File: config.mk
export PLATFORM = sky130hd
export DESIGN_NAME = demux_dispatch_ctrl
export DESIGN_NICKNAME = d
export VERILOG_FILES = /design/src/rtl/demux_dispatch_pkg.sv /design/src/rtl/demux_lane_decode.sv /design/src/rtl/demux_dispatch_ctrl.sv
export SDC_FILE = /design/constraint.sdc
export NUM_CORES = 1
export LEC_CHECK = 0
export ABC_CLOCK_PERIOD_IN_PS = 2200
export CORE_MARGIN = 2
export CORE_UTILIZATION = 41
export DETAILED_ROUTE_END_ITERATION = 7
export PLACE_DENSITY = 0.88
export RECOVER_POWER = 50
export SKIP_LAST_GASP = 1
export SYNTH_ARGS = -nofsm -noshare
export SYNTH_HDL_FRONTEND = slang
export SYNTH_SLANG_ARGS = --single-unit
File: constraint.sdc
create_clock -name clk -period 2.2 [get_ports clk]
set_input_delay 0.44 -clock clk [delete_from_list [all_inputs] [get_ports clk]]
set_output_delay 0.44 -clock clk [all_outputs]
set_load 0.05 [all_outputs]
File: src/rtl/demux_dispatch_pkg.sv
// Shared definitions for the 1-to-4 stream dispatcher: lane geometry,
// controller state encoding and a one-hot lane helper.
package demux_dispatch_pkg;

  localparam int NUM_LANES = 4;
  localparam int LANE_W    = 2;

  typedef enum logic {
    ST_IDLE = 1'b0,
    ST_HOLD = 1'b1
  } state_t;

  function automatic logic [NUM_LANES-1:0] lane_onehot(input logic [LANE_W-1:0] lane);
    logic [NUM_LANES-1:0] oh;
    oh       = '0;
    oh[lane] = 1'b1;
    return oh;
  endfunction

endpackage

File: src/rtl/demux_lane_decode.sv
// Combinational lane decoder: turns the held lane index and word into a
// one-hot valid vector and a lane bus where only the selected slice carries
// the word and every other bit is zero.
module demux_lane_decode
  import demux_dispatch_pkg::*;
#(
  parameter int WIDTH = 8
) (
  input  logic                       active,
  input  logic [LANE_W-1:0]          lane,
  input  logic [WIDTH-1:0]           word,
  output logic [NUM_LANES-1:0]       valid,
  output logic [NUM_LANES*WIDTH-1:0] data
);

  // Drive the selected lane only while a word is held; everything else stays zero
  always_comb begin
    valid = '0;
    data  = '0;
    if (active) begin
      valid                      = lane_onehot(lane);
      data[lane*WIDTH +: WIDTH]  = word;
    end
  end

endmodule

File: src/rtl/demux_dispatch_ctrl.sv
// Registered 1-to-4 stream dispatcher. A single producer word is captured
// into a one-entry holding register and presented on exactly one lane until
// that lane accepts it; a new word may be taken in the same cycle the held
// word leaves, sustaining one word per cycle.
// Optional feature macro: DEMUX_DISPATCH_RR_EN adds the rr_mode port and a
// round-robin lane pointer used instead of in_sel while rr_mode is high.
module demux_dispatch_ctrl
  import demux_dispatch_pkg::*;
#(
  parameter int WIDTH = 8,
  parameter int CNT_W = 16
) (
  input  logic                       clk,
  input  logic                       reset,
  input  logic                       in_valid,
  output logic                       in_ready,
  input  logic [WIDTH-1:0]           in_data,
  input  logic [LANE_W-1:0]          in_sel,
`ifdef DEMUX_DISPATCH_RR_EN
  input  logic                       rr_mode,
`endif
  output logic [NUM_LANES-1:0]       out_valid,
  output logic [NUM_LANES*WIDTH-1:0] out_data,
  input  logic [NUM_LANES-1:0]       out_ready,
  output logic                       busy,
  output logic [CNT_W-1:0]           sent_count
);

  state_t            state;
  state_t            next_state;
  logic [WIDTH-1:0]  word_q;
  logic [LANE_W-1:0] lane_q;
  logic [LANE_W-1:0] dest_lane;
  logic              accept;
  logic              deliver;

`ifdef DEMUX_DISPATCH_RR_EN
  logic [LANE_W-1:0] rr_ptr;

  // Round-robin pointer advances only on words accepted while rr_mode is set
  always_ff @(posedge clk) begin
    if (reset) begin
      rr_ptr <= '0;
    end else if (accept && rr_mode) begin
      rr_ptr <= rr_ptr + LANE_W'(1);
    end
  end

  assign dest_lane = rr_mode ? rr_ptr : in_sel;
`else
  assign dest_lane = in_sel;
`endif

  // Controller state register
  always_ff @(posedge clk) begin
    if (reset) begin
      state <= ST_IDLE;
    end else begin
      state <= next_state;
    end
  end

  // Handshake decode and next state; only the held lane's ready can free the slot
  always_comb begin
    next_state = state;
    in_ready   = 1'b0;
    accept     = 1'b0;
    deliver    = 1'b0;
    case (state)
      ST_IDLE: begin
        in_ready = 1'b1;
        accept   = in_valid;
        if (accept) begin
          next_state = ST_HOLD;
        end
      end
      ST_HOLD: begin
        deliver  = out_ready[lane_q];
        in_ready = deliver;
        accept   = in_valid && deliver;
        if (deliver && !accept) begin
          next_state = ST_IDLE;
        end
      end
      default: next_state = ST_IDLE;
    endcase
  end

  // Holding register loads only on accept, so the word and lane stay frozen under backpressure
  always_ff @(posedge clk) begin
    if (reset) begin
      word_q <= '0;
      lane_q <= '0;
    end else if (accept) begin
      word_q <= in_data;
      lane_q <= dest_lane;
    end
  end

  // Delivered-word counter, wrapping naturally at its width
  always_ff @(posedge clk) begin
    if (reset) begin
      sent_count <= '0;
    end else if (deliver) begin
      sent_count <= sent_count + CNT_W'(1);
    end
  end

  assign busy = (state == ST_HOLD);

  demux_lane_decode #(
    .WIDTH (WIDTH)
  ) u_decode (
    .active (busy),
    .lane   (lane_q),
    .word   (word_q),
    .valid  (out_valid),
    .data   (out_data)
  );

endmodule

==> run notes <==
Notes on the physical design

For the worst min-delay path, the startpoint reported by OpenROAD is sent_count[15]. In this run the cell area measured after placement is 2620 um2. For this run, asynchronously set or reset flops after synthesis account for 0%.

Before placement the cells fill 43.5% of the core. The power report attributes to the combinational group a share of 24.4%. The post-route clock skew is 0.0118 ns. The portion of total power attributed to the clock network is 22.1%. Per the slew report, the remaining headroom to the max-slew limit stands at 65.7%.

After floorplanning, the core was divided into 21 placement rows. For this design, the sink count on the clock tree is 27. The number of max-cap violations is 0. The checks that failed: setup timing.

The hold violation total from the final report is 0. The synthesized instance count is 170. The net count of the finished layout is 273. The count of TritonRoute iterations in the first routing pass is 4. Traced cell by cell, the critical path runs through inv_2, ha_4, nor4b_4, buf_4, and2_4, buf_12. The flow ran to the end, but the final reports show violations. In this run switching power makes up 30.2% of total power. The startpoint of the worst-slack reg-to-reg timing path is lane_q[0]. The timing report notes that buffer and inverter cells on the critical path total 3.

Once detail routing completed, the nets flagged for antenna violations numbered 0. The final estimated routing congestion in global placement is 0.733. The power report attributes to the sequential group a share of 53.5%. In this run, synthesis inferred 0 flip-flops with an integrated enable. The number of nets in the synthesized netlist is 193. The kind of end point of the critical path is an output port. The initial antenna violation count is 0. The cell area after synthesis is 1490 um2.

The via count of the first global-routing pass is 1486. The total number of yosys warnings is 0. The post-synthesis chip area from yosys is 1490 um2. The synthesized netlist contains 27 unique library cells. Clock-pin slew was measured on the worst setup and hold paths at 0.15 ns. The worst supply voltage drop on vdd is 431 uV. The maximum cell stage delay along the critical path is 0.37 ns.

For the pin with the worst max-slew slack, the measured transition is 0.513 ns. The clock tree from TritonCTS is done. The worst hold slack is 0.498 ns. The yosys cell count is 170. Once routing completed, OpenROAD measured the worst setup slack at -0.0733 ns.

The class of the tightest hold or removal check is reg2reg. In this run, the number of DRC markers left after iteration 0 of detailed routing was 101. The maximum clock frequency is 440 MHz. The cell-internal power is 0.690 mW. For this run, the share of the core covered by cells in the final layout is 82.2%. The cell sitting at the root of the clock tree is a sky130_fd_sc_hd__clkbuf_4. According to the timing report, the arrival time at the worst endpoint equals 1.83 ns. The total power per unit cell area is 352 nW/um2. Setup repair after global routing could not meet its margin everywhere. The number of levels the H-tree was split into is 1. The global-route wire length before repair is 7.60 mm. The core area is 3420 um2. The average footprint of a synthesized cell is 8.74 um2.

The biggest fanout along the worst timing path is 5. According to the timing report, the data required time at the worst endpoint equals 1.76 ns. The post-route total power is 0.989 mW. The final antenna diode tally reported by the flow is 0. sky130_fd_sc_hd__and2_1 is the most common cell in the netlist. By count the netlist is led by sky130_fd_sc_hd__and2_1, sky130_fd_sc_hd__dfxtp_1, sky130_fd_sc_hd__nor2_1. The synthesis report lists the most area-consuming cells as sky130_fd_sc_hd__dfxtp_1, sky130_fd_sc_hd__and2_1, sky130_fd_sc_hd__mux2i_1, sky130_fd_sc_hd__xor2_1, sky130_fd_sc_hd__nor2_1. The count of final setup violators is 21. Among all flip-flop cells after synthesis, the most frequent one is sky130_fd_sc_hd__dfxtp_1. In this run the worst setup path begins at lane_q[1]. The cell class contributing the biggest share of worst-path delay is simple AND/OR/NAND/NOR gates. The final timing report derives a shortest allowable period of 2.27 ns. The number of buffers created by CTS is 3.

The cell type of the slowest stage on the worst timing path is sky130_fd_sc_hd__dfxtp_2. The total overflow left after global routing is 0. Per the post-place timing report, worst setup slack is -0.107 ns.

The number of max-slew violations in the final report is 0. The post-cts hold buffer count is 0. The stage logs contain a warning count of 33. Of the synthesized area, sequential elements account for 36.4%. Per the run report, area growth between synthesis and finish was 89.1%.

The library cell occupying the most area in the post-synthesis netlist is sky130_fd_sc_hd__dfxtp_1. The detailed placer's ending HPWL is 3.38 mm. For this design the top-level I/O count stands at 71. The final design area excluding fillers is 2810 um2.

The part of the cycle the worst path needs is 103%. By startpoint and endpoint, the worst setup path is classified as reg2out. The power spent charging and discharging nets is 0.299 mW.

In this run the deepest clock path goes through 2 buffers.
==> final timing paths <==
path | end | slack, ns | depth (start not counted)
worst min-delay path | sent_count[15] | 0.50 | 2
worst max register to register | word_q[2] | 0.04 | 8
worst min register to register | sent_count[15] | 0.50 | 2
worst max-delay path | out_data[30] | -0.07 | 6
==> routing by layer <==
layer	vias up	track usage (%)	part of all wire (%)
met5	-	0	0
met4	0	4.79	3.4
met3	15	4.58	7.1
met2	76	42.3	47
met1	753	29.0	43
li1	726	-	-
==> power by group through the flow <==
| stage | clock, mW | combinational (mW) | sequential, mW |
|---|---|---|---|
| final | 0.218 | 0.241 | 0.529 |
| after global routing | 0.240 | 0.253 | 0.531 |
| after CTS | 0.218 | 0.219 | 0.524 |
| after detailed placement | 0 | 0.202 | 0.533 |
| after global placement | 0 | 0.193 | 0.530 |
| after floorplan | 0 | 0.103 | 0.540 |
==> cell families (layout without fill, tap and decap cells) <==
| logic type | Yosys count | count (layout) | share of synthesized area (%) |
|---|---|---|---|
| compound gates | 11 | 11 | 3.96 |
| xor+xnor | 11 | 11 | 6.49 |
| fa+ha+maj | 6 | 6 | 5.05 |
| buf+inv | 11 | 90 | 3.45 |
| flops | 27 | 27 | 36.4 |
| mux | 11 | 11 | 8.26 |
| simple gates | 93 | 93 | 36.4 |
==> cell type report <==
class	instances	area (um2)
Timing Repair Buffer	82	1120
Multi-Input combinational cell	132	1040
Fill cell	186	607
Sequential cell	27	544
Tap cell	46	57.6
Clock buffer	4	26.3
Inverter	4	17.5
==> flip-flops by register name, summed over array words and instances (netlist names) <==
signal      cells
busy            1
lane_q          2
sent_count     16
word_q          8
==> per-stage QoR <==
stage	std cells	setup TNS, ns
2_1_floorplan	170	-0.0403
3_3_place_gp	286	-0.107
3_5_place_dp	286	-0.882
4_1_cts	293	-0.317
5_1_grt	295	-2.66
6_report	295	-0.747
==> timing repair <==
action	4_1_cts	5_1_grt
buffers inserted	4	2
pin swaps	4	3
endpoints found under the setup margin	33	34
resized	25	24
==> worst register-to-register path: stages (launching register included) <==
cell and delay (ns):
sky130_fd_sc_hd__dfxtp_2 0.39, sky130_fd_sc_hd__buf_6 0.13, sky130_fd_sc_hd__mux4_2 0.55, sky130_fd_sc_hd__buf_4 0.16
sky130_fd_sc_hd__buf_4 0.18, sky130_fd_sc_hd__o21ai_4 0.17, sky130_fd_sc_hd__buf_12 0.17, sky130_fd_sc_hd__mux2i_1 0.24
sky130_fd_sc_hd__nor2_1 0.08
### Clock routing

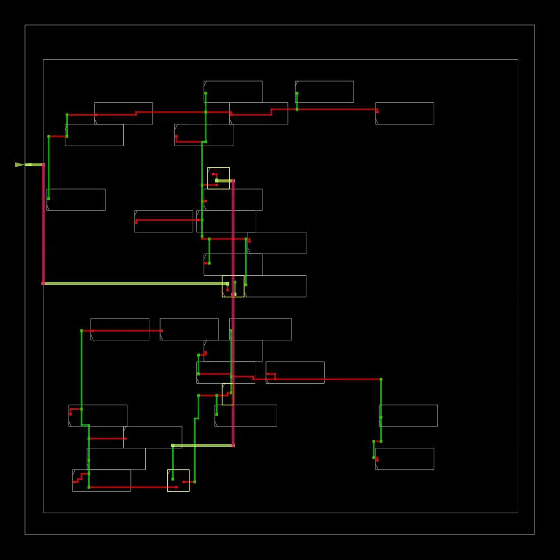
# clk buffers: 4
insertion delay to the later sink of the worst-skew pair: 0.34 ns

### Sequential cells coloured by netlist name

Other sequential cells in the stronger grey, the rest of the logic in the fainter grey.
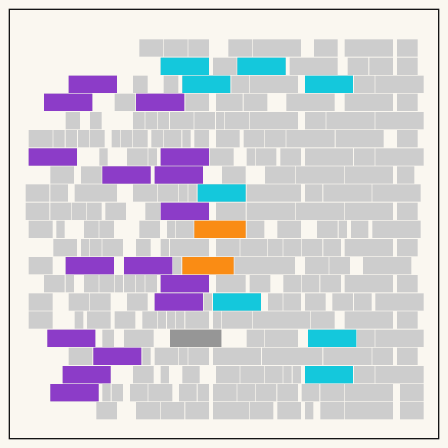
Orange shows lane_q, sequential cells 2. Purple shows sent_count, sequential cells 16. Cyan shows word_q, sequential cells 8.
Another 1 sequential cells are not coloured.
FF/Latch Area: 544 um2
sequential power: 0.529 mW

### Logic cells by family

Bar = 20 um.
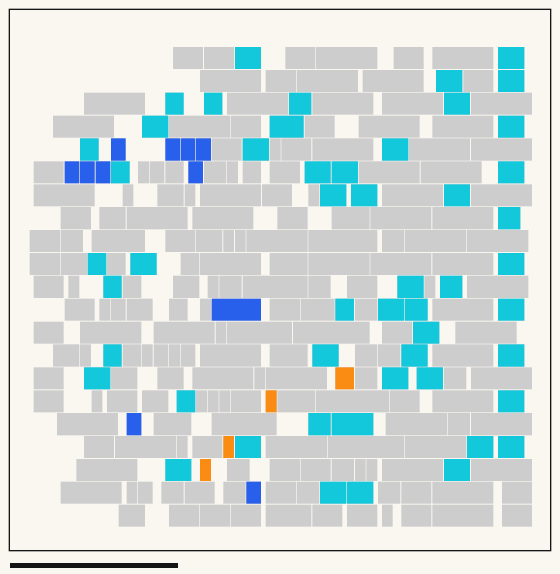
Blue shows inverting AOI/OAI gates, cells 11. Orange shows inverters, cells 4, where bottom middle. Cyan shows AND and OR gates, cells 51, where all over the die.
number of non-filler instances in the completed layout: 295
Comb area share: 37.1%

### Metal layers overlaid

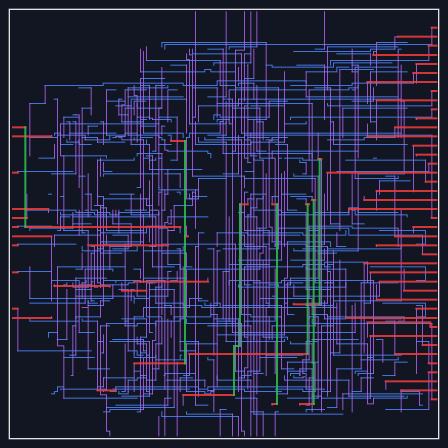
Red shows met3, wire length 383 um. Blue shows met1, wire length 2300 um. Purple shows met2, wire length 2510 um. Green shows met4, wire length 183 um.
total via count after detailed routing: 1570
average detailed-routed wire length per instance: 18.2 um
detailed-route wire length: 5.37 mm
global-route usage over all layers: 23.5%

### Pin map

Pins as bars across the die edge, other pins in grey.
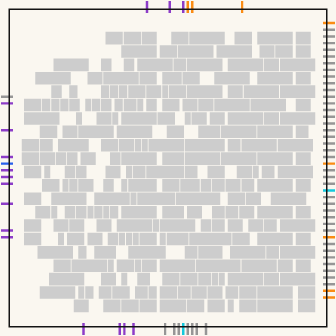
Cyan shows in_sel, pins 2, direction input, edge 1 right, 1 bottom. Blue shows reset, pins 1, direction input, edge left. Orange shows in_data, pins 8, direction input, edge 5 right, 3 top. Purple shows sent_count, pins 16, direction output, edge 9 left, 4 bottom, 3 top.
All pins by edge: 42 right, 12 bottom, 11 left, 6 top.
die boundary height: 64.2 um
horizontal extent of the die: 64.2 um
Buffers on Ports: 70

Power figures rest on the tool's default switching activity, not on a simulated workload.
